--- config.mk ---
export PLATFORM = sky130hd
export DESIGN_NAME = fx3_bulkin_mux
export DESIGN_NICKNAME = d
export VERILOG_FILES = /design/src/rtl/fx3_bulkin_mux.sv
export SDC_FILE = /design/constraint.sdc
export NUM_CORES = 1
export LEC_CHECK = 0
export CORE_UTILIZATION = 49
export DETAILED_ROUTE_END_ITERATION = 10
export GPL_TIMING_DRIVEN = 0
export PLACE_DENSITY = 0.93
export SLEW_MARGIN = 40
export SYNTH_ARGS = -nofsm -noshare
export SYNTH_HDL_FRONTEND = slang
export SYNTH_SLANG_ARGS = --single-unit
export TNS_END_PERCENT = 10
--- constraint.sdc ---
create_clock -name fx3_clk -period 4.3 [get_ports fx3_clk]
set_input_delay 0.645 -clock fx3_clk [delete_from_list [all_inputs] [get_ports fx3_clk]]
set_output_delay 0.645 -clock fx3_clk [all_outputs]
set_load 0.01 [all_outputs]
--- src/rtl/fx3_bulkin_mux.sv ---
// fx3_bulkin_mux: round-robin writer of CH_NUM ready/valid streams into FX3 slave-FIFO sockets.
// Latency: a word accepted at edge N is on fx3_dout with fx3_slwr_n low during cycle N+1.
// Backpressure: ch_rdy only to the granted channel in WRITE; fx3_flaga low skips that channel's turn.
// Optional: define FX3_PKTEND_TIMEOUT_EN to commit a starved partial packet after TIMEOUT_CYC idle cycles.
module fx3_bulkin_mux #(
  parameter int CH_NUM      = 2,
  parameter int DATA_W      = 32,
  parameter int PKT_WORDS   = 256,
  parameter int FLAG_LAT    = 3,
  parameter int GAP_CYC     = 2,
  parameter int TIMEOUT_CYC = 1024
) (
  input  logic                     fx3_clk,
  input  logic                     fx3_rst,
  input  logic                     frame_rst_fx3,
  input  logic [CH_NUM-1:0]        ch_vld,
  input  logic [CH_NUM*DATA_W-1:0] ch_data,
  input  logic [CH_NUM-1:0]        ch_last,
  output logic [CH_NUM-1:0]        ch_rdy,
  output logic [CH_NUM-1:0]        ch_done,
  input  logic                     fx3_flaga,
  output logic [1:0]               fx3_a,
  output logic [DATA_W-1:0]        fx3_dout,
  output logic                     fx3_slwr_n,
  output logic                     fx3_pktend_n,
  output logic                     busy,
  output logic [31:0]              word_cnt
);

  localparam int PKT_CW = $clog2(PKT_WORDS + 1);

  typedef enum logic [2:0] {
    S_IDLE,
    S_ADDR,
    S_CHECK,
    S_WRITE,
    S_GAP
  } state_t;

  state_t              state_q, state_d;
  logic [1:0]          grant_q, grant_d;
  logic [1:0]          ptr_q, ptr_d;
  logic [2:0]          cyc_q, cyc_d;
  logic [PKT_CW-1:0]   pkt_q, pkt_d;

  logic                arb_any;
  logic [1:0]          arb_g;
  int                  arb_best;
  logic [1:0]          nxt_ptr;

  logic                sel_vld;
  logic                sel_last;
  logic [DATA_W-1:0]   sel_data;

  logic                accept;
  logic                short_end;
  logic                time_end;
  logic [CH_NUM-1:0]   rdy_d;
  logic [CH_NUM-1:0]   done_d;
  logic                clr;

  assign clr = fx3_rst | frame_rst_fx3;

`ifdef FX3_PKTEND_TIMEOUT_EN
  localparam int TO_CW = $clog2(TIMEOUT_CYC + 1);
  logic [TO_CW-1:0]    idle_q, idle_d;
`else
  // Keeps the timeout parameter referenced when the timeout path is compiled out.
  logic                timeout_unused;
  assign timeout_unused = (TIMEOUT_CYC != 0);
`endif

  // Round-robin pick: valid channel with the smallest distance upward from ptr.
  always_comb begin
    arb_any  = 1'b0;
    arb_g    = 2'd0;
    arb_best = CH_NUM;
    for (int i = 0; i < CH_NUM; i++) begin
      if (ch_vld[i] && (((i + CH_NUM - int'(ptr_q)) % CH_NUM) < arb_best)) begin
        arb_best = (i + CH_NUM - int'(ptr_q)) % CH_NUM;
        arb_g    = 2'(i);
        arb_any  = 1'b1;
      end
    end
  end

  // Pointer moves one past the channel that just had its turn.
  assign nxt_ptr = (grant_q == 2'(CH_NUM - 1)) ? 2'd0 : grant_q + 2'd1;

  // Mux the granted channel's stream.
  always_comb begin
    sel_vld  = 1'b0;
    sel_last = 1'b0;
    sel_data = '0;
    for (int i = 0; i < CH_NUM; i++) begin
      if (grant_q == 2'(i)) begin
        sel_vld  = ch_vld[i];
        sel_last = ch_last[i];
        sel_data = ch_data[i*DATA_W +: DATA_W];
      end
    end
  end

  // Next-state logic and per-cycle write/commit decisions.
  always_comb begin
    state_d   = state_q;
    grant_d   = grant_q;
    ptr_d     = ptr_q;
    cyc_d     = cyc_q;
    pkt_d     = pkt_q;
    accept    = 1'b0;
    short_end = 1'b0;
    time_end  = 1'b0;
`ifdef FX3_PKTEND_TIMEOUT_EN
    idle_d    = idle_q;
`endif
    case (state_q)
      S_IDLE: begin
        if (arb_any) begin
          grant_d = arb_g;
          cyc_d   = 3'(FLAG_LAT - 1);
          state_d = S_ADDR;
        end
      end
      S_ADDR: begin
        // Give fx3_flaga time to reflect the newly addressed socket.
        if (cyc_q == 3'd0) state_d = S_CHECK;
        else               cyc_d   = cyc_q - 3'd1;
      end
      S_CHECK: begin
        if (fx3_flaga) begin
          pkt_d   = '0;
          state_d = S_WRITE;
`ifdef FX3_PKTEND_TIMEOUT_EN
          idle_d  = '0;
`endif
        end else begin
          // Socket full: forfeit this turn without touching the bus.
          ptr_d   = nxt_ptr;
          cyc_d   = 3'(GAP_CYC - 1);
          state_d = S_GAP;
        end
      end
      S_WRITE: begin
        if (sel_vld) begin
          accept = 1'b1;
          pkt_d  = pkt_q + PKT_CW'(1);
`ifdef FX3_PKTEND_TIMEOUT_EN
          idle_d = '0;
`endif
          if (pkt_q + PKT_CW'(1) == PKT_CW'(PKT_WORDS)) begin
            // Full packet commits itself; ch_last here needs no pktend.
            ptr_d   = nxt_ptr;
            cyc_d   = 3'(GAP_CYC - 1);
            state_d = S_GAP;
          end else if (sel_last) begin
            short_end = 1'b1;
            ptr_d     = nxt_ptr;
            cyc_d     = 3'(GAP_CYC - 1);
            state_d   = S_GAP;
          end
        end else begin
`ifdef FX3_PKTEND_TIMEOUT_EN
          if (idle_q != TO_CW'(TIMEOUT_CYC)) idle_d = idle_q + TO_CW'(1);
          // An empty packet never times out; only a partial one is committed.
          if ((idle_q == TO_CW'(TIMEOUT_CYC - 1)) && (pkt_q != '0)) begin
            time_end = 1'b1;
            ptr_d    = nxt_ptr;
            cyc_d    = 3'(GAP_CYC - 1);
            state_d  = S_GAP;
          end
`endif
        end
      end
      S_GAP: begin
        if (cyc_q == 3'd0) state_d = S_IDLE;
        else               cyc_d   = cyc_q - 3'd1;
      end
      default: state_d = S_IDLE;
    endcase
  end

  // Ready and done vectors, decoded ahead of the output registers.
  always_comb begin
    rdy_d  = '0;
    done_d = '0;
    for (int i = 0; i < CH_NUM; i++) begin
      rdy_d[i]  = (state_d == S_WRITE) && (grant_d == 2'(i));
      done_d[i] = accept && sel_last && (grant_q == 2'(i));
    end
  end

  // FSM state, grant, round-robin pointer and counters.
  always_ff @(posedge fx3_clk) begin
    if (clr) begin
      state_q <= S_IDLE;
      grant_q <= 2'd0;
      ptr_q   <= 2'd0;
      cyc_q   <= 3'd0;
      pkt_q   <= '0;
`ifdef FX3_PKTEND_TIMEOUT_EN
      idle_q  <= '0;
`endif
    end else begin
      state_q <= state_d;
      grant_q <= grant_d;
      ptr_q   <= ptr_d;
      cyc_q   <= cyc_d;
      pkt_q   <= pkt_d;
`ifdef FX3_PKTEND_TIMEOUT_EN
      idle_q  <= idle_d;
`endif
    end
  end

  // Registered pin and status outputs; a clear abandons any partial packet silently.
  always_ff @(posedge fx3_clk) begin
    if (clr) begin
      fx3_dout     <= '0;
      fx3_slwr_n   <= 1'b1;
      fx3_pktend_n <= 1'b1;
      ch_rdy       <= '0;
      ch_done      <= '0;
      busy         <= 1'b0;
      word_cnt     <= 32'd0;
    end else begin
      if (accept) fx3_dout <= sel_data;
      fx3_slwr_n   <= ~accept;
      fx3_pktend_n <= ~(short_end | time_end);
      ch_rdy       <= rdy_d;
      ch_done      <= done_d;
      busy         <= (state_d != S_IDLE);
      word_cnt     <= word_cnt + 32'(accept);
    end
  end

  // The grant register only changes on IDLE exit, so it holds the socket steady through GAP.
  assign fx3_a = grant_q;

endmodule

==> run_1/floorplan.png <==
Pins as bars on the die edge. Tap cells in gray.
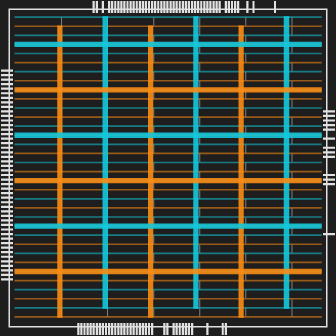
- orange: VSS
- cyan: VDD
- tap cells: 105
- met1 rails: 34
- met5 straps: 6

==> run_1/class_map.png <==
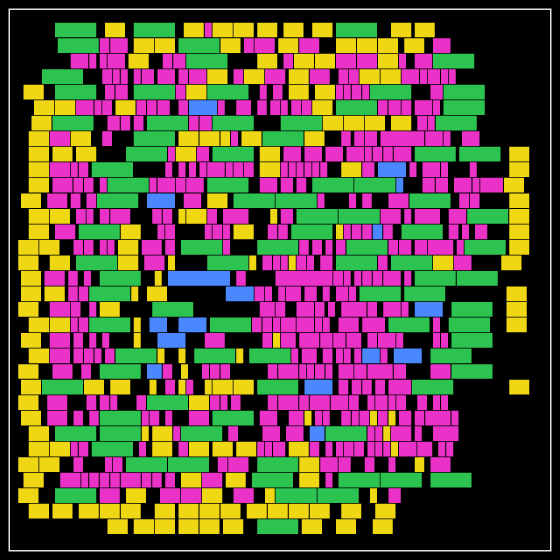
- green: sequential cells (cells 90)
- blue: clock drivers and dummy loads (cells 16)
- yellow: remaining buffers and delay cells (cells 172)
- magenta: remaining logic cells (cells 385)

==> run_1/clock_wires.png <==
The bar under the picture is 20 um long.
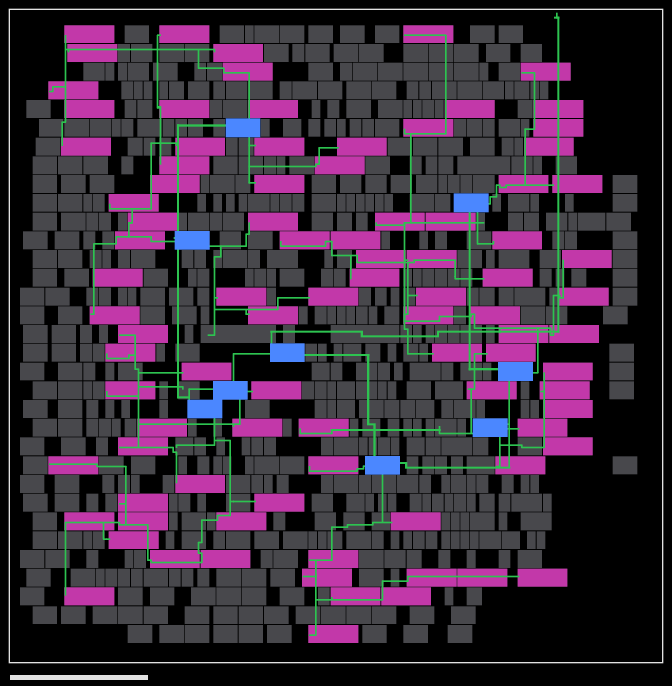
- magenta: flip-flops (count 90)
- blue: clock-net drivers (count 9)
- green: clock wires (length 1030 um)
- flops lie: widely spread
- routed clock nets: 10

==> flow_summary.json, run 1 <==
{
  "syn_area_um2": 4200,
  "top_area_share_pct": 42.9,
  "p_clk_share_pct": 36.8,
  "m1WireLength_um": 4680,
  "yosysUniqueCellTypes": 44,
  "cp_max_fo": 9,
  "start_kind": "input port",
  "hp-class": "reg2reg",
  "route.met2.wl_um": 5730,
  "placedInstanceArea_um2": 5780,
  "dieArea_um2": 8950,
  "wl_per_cell_um": 15.2,
  "clock_skew_ps": 9.09,
  "largest_registers": "fx3_dout x32, word_cnt x32, pkt_q x9",
  "hp-start": "cyc_q[2]$_SDFFE_PP0P_",
  "edf_count": 0,
  "p_comb_share_pct": 9.7,
  "crit_start": "ch_vld[1]",
  "largest_class": "multi-input combinational cells",
  "swShare_pct": 23.8,
  "ys_sh_mux_pct": 8.84,
  "timing.fmax_ghz": 0.272,
  "pwr.group.clock_uw": 576,
  "nNonClkBuffers": 172,
  "postLayoutCellArea_um2": 5970,
  "final_cell_mix": "clkdlybuf4s50_1 (144), dfxtp_1 (90), nor2_1 (85), a21oi_1 (58), nor3_1 (41)",
  "htree_levels": 3,
  "die_y_um": 94.6,
  "top_cells_by_area": "dfxtp_1 (43%), mux2i_1 (8.6%), nor2_1 (7.6%), a21oi_1 (6.9%), nor3_1 (4.9%)",
  "worstSetupEndpoint": "word_cnt[24]$_SDFF_PP0_",
  "ys_sh_adder_pct": 1.49,
  "p_int_mw": 1.19,
  "dp.final_hpwl_um": 8590,
  "ys_ff": 90,
  "ios": 145,
  "syn_avg_cell_area_um2": 8.36,
  "dr.max_layer_used": "met4",
  "reg2reg_from": "fx3_a[0]$_SDFF_PP0_",
  "ys_async_sr_fraction_pct": 0,
  "yosys.cell_count.top_type": "dfxtp_1",
  "yosys_warnings": 0,
  "setup_tns_ps": 0,
  "outcome": "finished, final reports clean",
  "pg_seq_uw": 838,
  "grt_max_degree": 16,
  "comb_share_pct": 37.6,
  "maxSlewViolCount": 0,
  "crit_type": "in2reg",
  "grt_pass1_wl_um": 18500,
  "use_met1_pct": 30.4,
  "drtIter0Drc": 221,
  "grt_usage_pct": 26.3,
  "power_leader": "sequential cells",
  "postCtsResizedCells": 0,
  "grt_setup_unrepaired": "no",
  "slew_headroom_pct": 44.0,
  "nonClkBufAreaFrac_pct": 26.0,
  "cp.arrival_ps": 3960,
  "inv_count": 12,
  "synthTopCellsByCount": "dfxtp_1 (90), nor2_1 (85), a21oi_1 (58)",
  "core_area_um2": 8260,
  "ys_sh_xor_pct": 5.62,
  "fp-row-count": 33,
  "wl_met3_um": 777,
  "logic_area_um2": 2250,
  "gp_congestion": 0.857,
  "flop_cell": "dfxtp_1",
  "rrSetupSlack_ps": 850,
  "vias": 4304,
  "grt_overflow": 0,
  "viasPerCell": 5.60,
  "worstHoldEndpoint": "cyc_q[2]$_SDFFE_PP0P_",
  "layout_min_cycle_time_ps": 3680,
  "wirelength_um": 11600,
  "io_buffers": 144,
  "antenna_found_initial": 0,
  "nWellTaps": 105,
  "ys_seq_share_pct": 42.9,
  "syn_to_final_growth_pct": 42.1,
  "cts_tree": "yes",
  "powerComb_uw": 151,
  "worst_r2r_endpoint": "word_cnt[24]$_SDFF_PP0_",
  "power.density_nw_per_um2": 262,
  "met3_usage_pct": 7.00,
  "openroad.warnings": 26,
  "die_x_um": 94.6,
  "p_leak_nw": 2.00,
  "switchingPower_uw": 372,
  "aoi_share_pct": 13.8,
  "hold_viol_final": 0,
  "ys_cells": 503,
  "cts.path.max_buffers": 2,
  "top_area_cell": "dfxtp_1",
  "cts_buffers": 9,
  "sh_seq_area_pct": 30.2,
  "fin_nets": 735,
  "insertion_delay_ps": 360,
  "gr-max-usage-layer": "met2",
  "fillers": 629,
  "synthSimpleGateAreaFrac_pct": 23.8,
  "drive_gt1_share_pct": 4.83,
  "cts_root_buf": "clkbuf_8",
  "critical_path.endpoint_type": "flop",
  "seqCellArea_um2": 1800,
  "layout.cells.most_common": "clkdlybuf4s50_1",
  "period_used_pct": 85.5,
  "holdPathStages": 2,
  "holdWs_ps": 462
}
## run 1: stage by stage
| stage | instances | setup slack, ps | power, mW | utilization (%) |
|---|---|---|---|---|
| 2_1_floorplan | 503 | 1420 | 0.922 | - |
| 3_3_place_gp | 752 | 417 | 1.00 | 70.0 |
| 3_5_place_dp | 752 | 378 | 1.01 | 70.0 |
| 4_1_cts | 768 | 698 | 1.57 | 72.3 |
| 5_1_grt | 768 | 418 | 1.62 | 72.3 |
| 6_report | 768 | 625 | 1.57 | 72.3 |
## run 1: critical path: stages
cell and delay, ps:
clkdlybuf4s50_1 540, mux2i_1 120, nor2_1 210, nand2_1 250
clkinv_1 290, ha_1 280, ha_1 290, nand3_2 170
or4_1 540, clkbuf_2 170, or3_1 310, a21oi_1 160
==> run_1/layers.png <==
The bar under the picture is 20 um long.
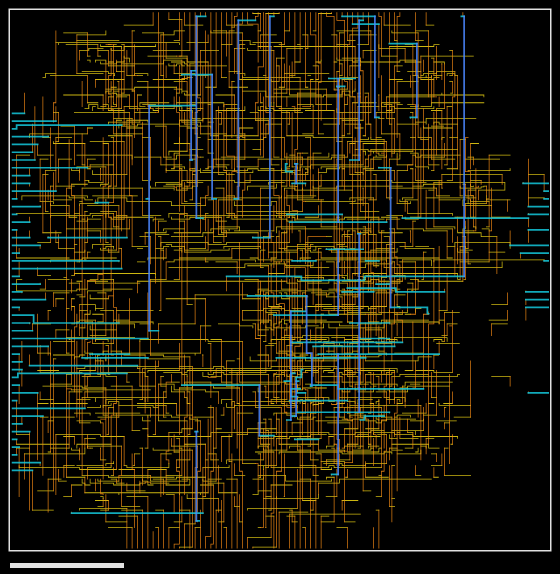

==> run 1 -> run 2 <==
--- a/config.mk
+++ b/config.mk
@@ -5,8 +5,11 @@
 export SDC_FILE = /design/constraint.sdc
 export NUM_CORES = 1
 export LEC_CHECK = 0
-export CORE_UTILIZATION = 49
+export ABC_AREA = 1
+export CAP_MARGIN = 30
+export CORE_UTILIZATION = 50
 export DETAILED_ROUTE_END_ITERATION = 10
+export GPL_ROUTABILITY_DRIVEN = 0
 export GPL_TIMING_DRIVEN = 0
 export PLACE_DENSITY = 0.93
 export SLEW_MARGIN = 40
==> run_2/layers.png <==
The bar under the picture is 20 um long.
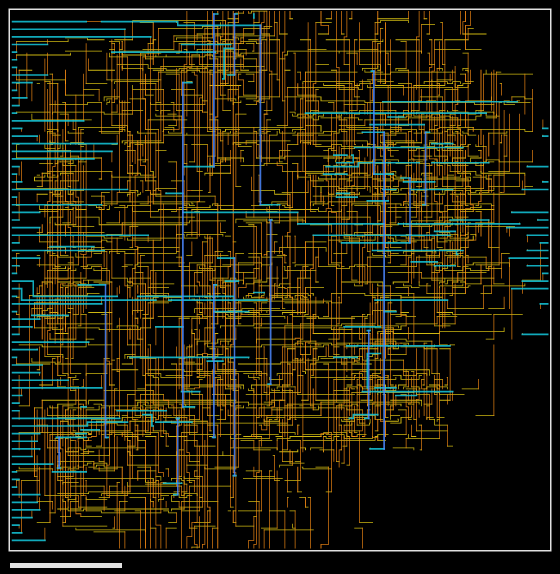
- blue: M4 (wire length 384 um)
- cyan: M3 (wire length 1140 um)
- orange: M2 (wire length 6630 um)
- yellow: M1 (wire length 5050 um)

==> run 2 against run 1 <==
Clock skew rose by 1.0 ps. Sequential power hardly changed. Critical path depth is 8 higher. Final cell count up 17%. Design area is 4.3% higher. Global-route usage increased by 3.1 points.
==> flow_summary.json, run 2 <==
{
  "outcome": "finished, final reports clean",
  "grt_max_degree": 15,
  "nWellTaps": 108,
  "cts_buffers": 9,
  "wirelength_um": 13200,
  "final_cell_mix": "clkdlybuf4s50_1 (144), nand2_1 (99), dfxtp_1 (90), nand3_1 (86), nor2_1 (64)",
  "ys_cells": 629,
  "placedInstanceArea_um2": 6020,
  "synthSimpleGateAreaFrac_pct": 33.8,
  "p_clk_share_pct": 38.5,
  "layout.cells.most_common": "clkdlybuf4s50_1",
  "power.density_nw_per_um2": 260,
  "cts_tree": "yes",
  "syn_avg_cell_area_um2": 7.06,
  "timing.fmax_ghz": 0.299,
  "comb_share_pct": 36.2,
  "antenna_found_initial": 0,
  "clock_skew_ps": 10.1,
  "dieArea_um2": 9260,
  "grt_usage_pct": 29.3,
  "final_util_pct": 71.8,
  "hp-start": "ptr_q[1]$_SDFFE_PP0P_",
  "dp.final_hpwl_um": 10100,
  "die_x_um": 96.3,
  "slew_headroom_pct": 59.6,
  "setup_tns_ps": 0,
  "power_leader": "sequential cells",
  "hold_viol_final": 0,
  "top_area_share_pct": 40.6,
  "nonClkBufAreaFrac_pct": 25.2,
  "openroad.warnings": 26,
  "initCoreUtil_pct": 51.2,
  "nNonClkBuffers": 173,
  "vias": 5057,
  "swShare_pct": 23.5,
  "edf_count": 0,
  "powerComb_uw": 156,
  "yosys.cell_count.top_type": "nand2_1",
  "crit_type": "in2reg",
  "worst_r2r_endpoint": "word_cnt[22]$_SDFF_PP0_",
  "holdPathStages": 2,
  "io_buffers": 144,
  "fp-row-count": 34,
  "fin_nets": 861,
  "worstHoldEndpoint": "ptr_q[1]$_SDFFE_PP0P_",
  "cp.arrival_ps": 3580,
  "cts_root_buf": "clkbuf_8",
  "path_delay_family": "simple AND/OR/NAND/NOR gates",
  "logic_area_um2": 2250,
  "ys_sh_xor_pct": 0.592,
  "largest_registers": "fx3_dout x32, word_cnt x32, pkt_q x9",
  "pwr.group.clock_uw": 623,
  "ys_async_sr_fraction_pct": 0,
  "pg_seq_uw": 840,
  "postCtsResizedCells": 0,
  "cts.path.max_buffers": 2,
  "fillers": 701,
  "critical_path.endpoint_type": "flop",
  "hp-class": "reg2reg",
  "largest_class": "multi-input combinational cells",
  "worst-path-buf-inv": 5,
  "aoi_share_pct": 15.0,
  "period_used_pct": 77.8,
  "top_cells_by_area": "dfxtp_1 (41%), nand3_1 (9.7%), nand2_1 (8.4%), o21ai_0 (5.7%), nor2_1 (5.4%)",
  "fin_ws_ps": 955,
  "holdWs_ps": 483,
  "layout_min_cycle_time_ps": 3340,
  "maxSlewViolCount": 0,
  "final_cells": 896,
  "drtIter0Drc": 261,
  "ys_sh_mux_pct": 0,
  "grt_overflow": 0,
  "power_mw": 1.62,
  "grt_pass1_wl_um": 21100,
  "cp.depth": 20,
  "p_comb_share_pct": 9.7,
  "yosysUniqueCellTypes": 37,
  "sh_seq_area_pct": 28.9,
  "rrSetupSlack_ps": 1120,
  "inv_count": 67,
  "seqCellArea_um2": 1800,
  "wl_per_cell_um": 14.7,
  "yosys_warnings": 0,
  "insertion_delay_ps": 370,
  "top_area_cell": "dfxtp_1",
  "worstSetupEndpoint": "word_cnt[22]$_SDFF_PP0_",
  "slowest_delay_ps": 500,
  "switchingPower_uw": 380,
  "cp_max_fo": 10,
  "post-place-ws_ps": 632,
  "die_y_um": 96.3,
  "htree_levels": 3,
  "ys_seq_share_pct": 40.6,
  "syn_to_final_growth_pct": 40.3,
  "reg2reg_from": "fx3_a[0]$_SDFF_PP0_",
  "ios": 145,
  "crit_chain": "clkdlybuf4s50_1 > inv_1 > o22ai_2 > nand2_2 > inv_2 > buf_4 > buf_2 > ha_1 > ha_1 > nand2_1 > nor2_2 > nand2_1 > nor2_2 > nand2_1 > nor2_2 > nand2_1 > nor2_1 > nand2_1 > nor2_1 > nor3b_2",
  "crit_top_cell": "nand2_1",
  "flop_cell": "dfxtp_1"
}
-- run 2: netlist changes by cell type in the layout (fill, tap and decap cells not counted), moves of 21 or more --
cell	previous run	this run
a21oi_1	58	25
a31oi_1	3	34
inv_1	11	56
mux2i_1	36	0
nand2_1	24	99
nand3_1	16	86
nor2_1	85	64
nor3_1	41	18
o21ai_0	17	51
-- run 2: routing by layer --
metal  vias to the layer above  routed length, um  global-route usage (%)  part of all wire (%)
met5                         -                  0                       0                     0
met4                         0                384                    14.1                   2.9
met3                        36               1140                    6.87                   8.6
met2                       245               6630                    52.4                    50
met1                      2350               5050                    32.6                    38
li1                       2426                  -                       -                     -
Power is estimated from default activity; no workload was simulated.
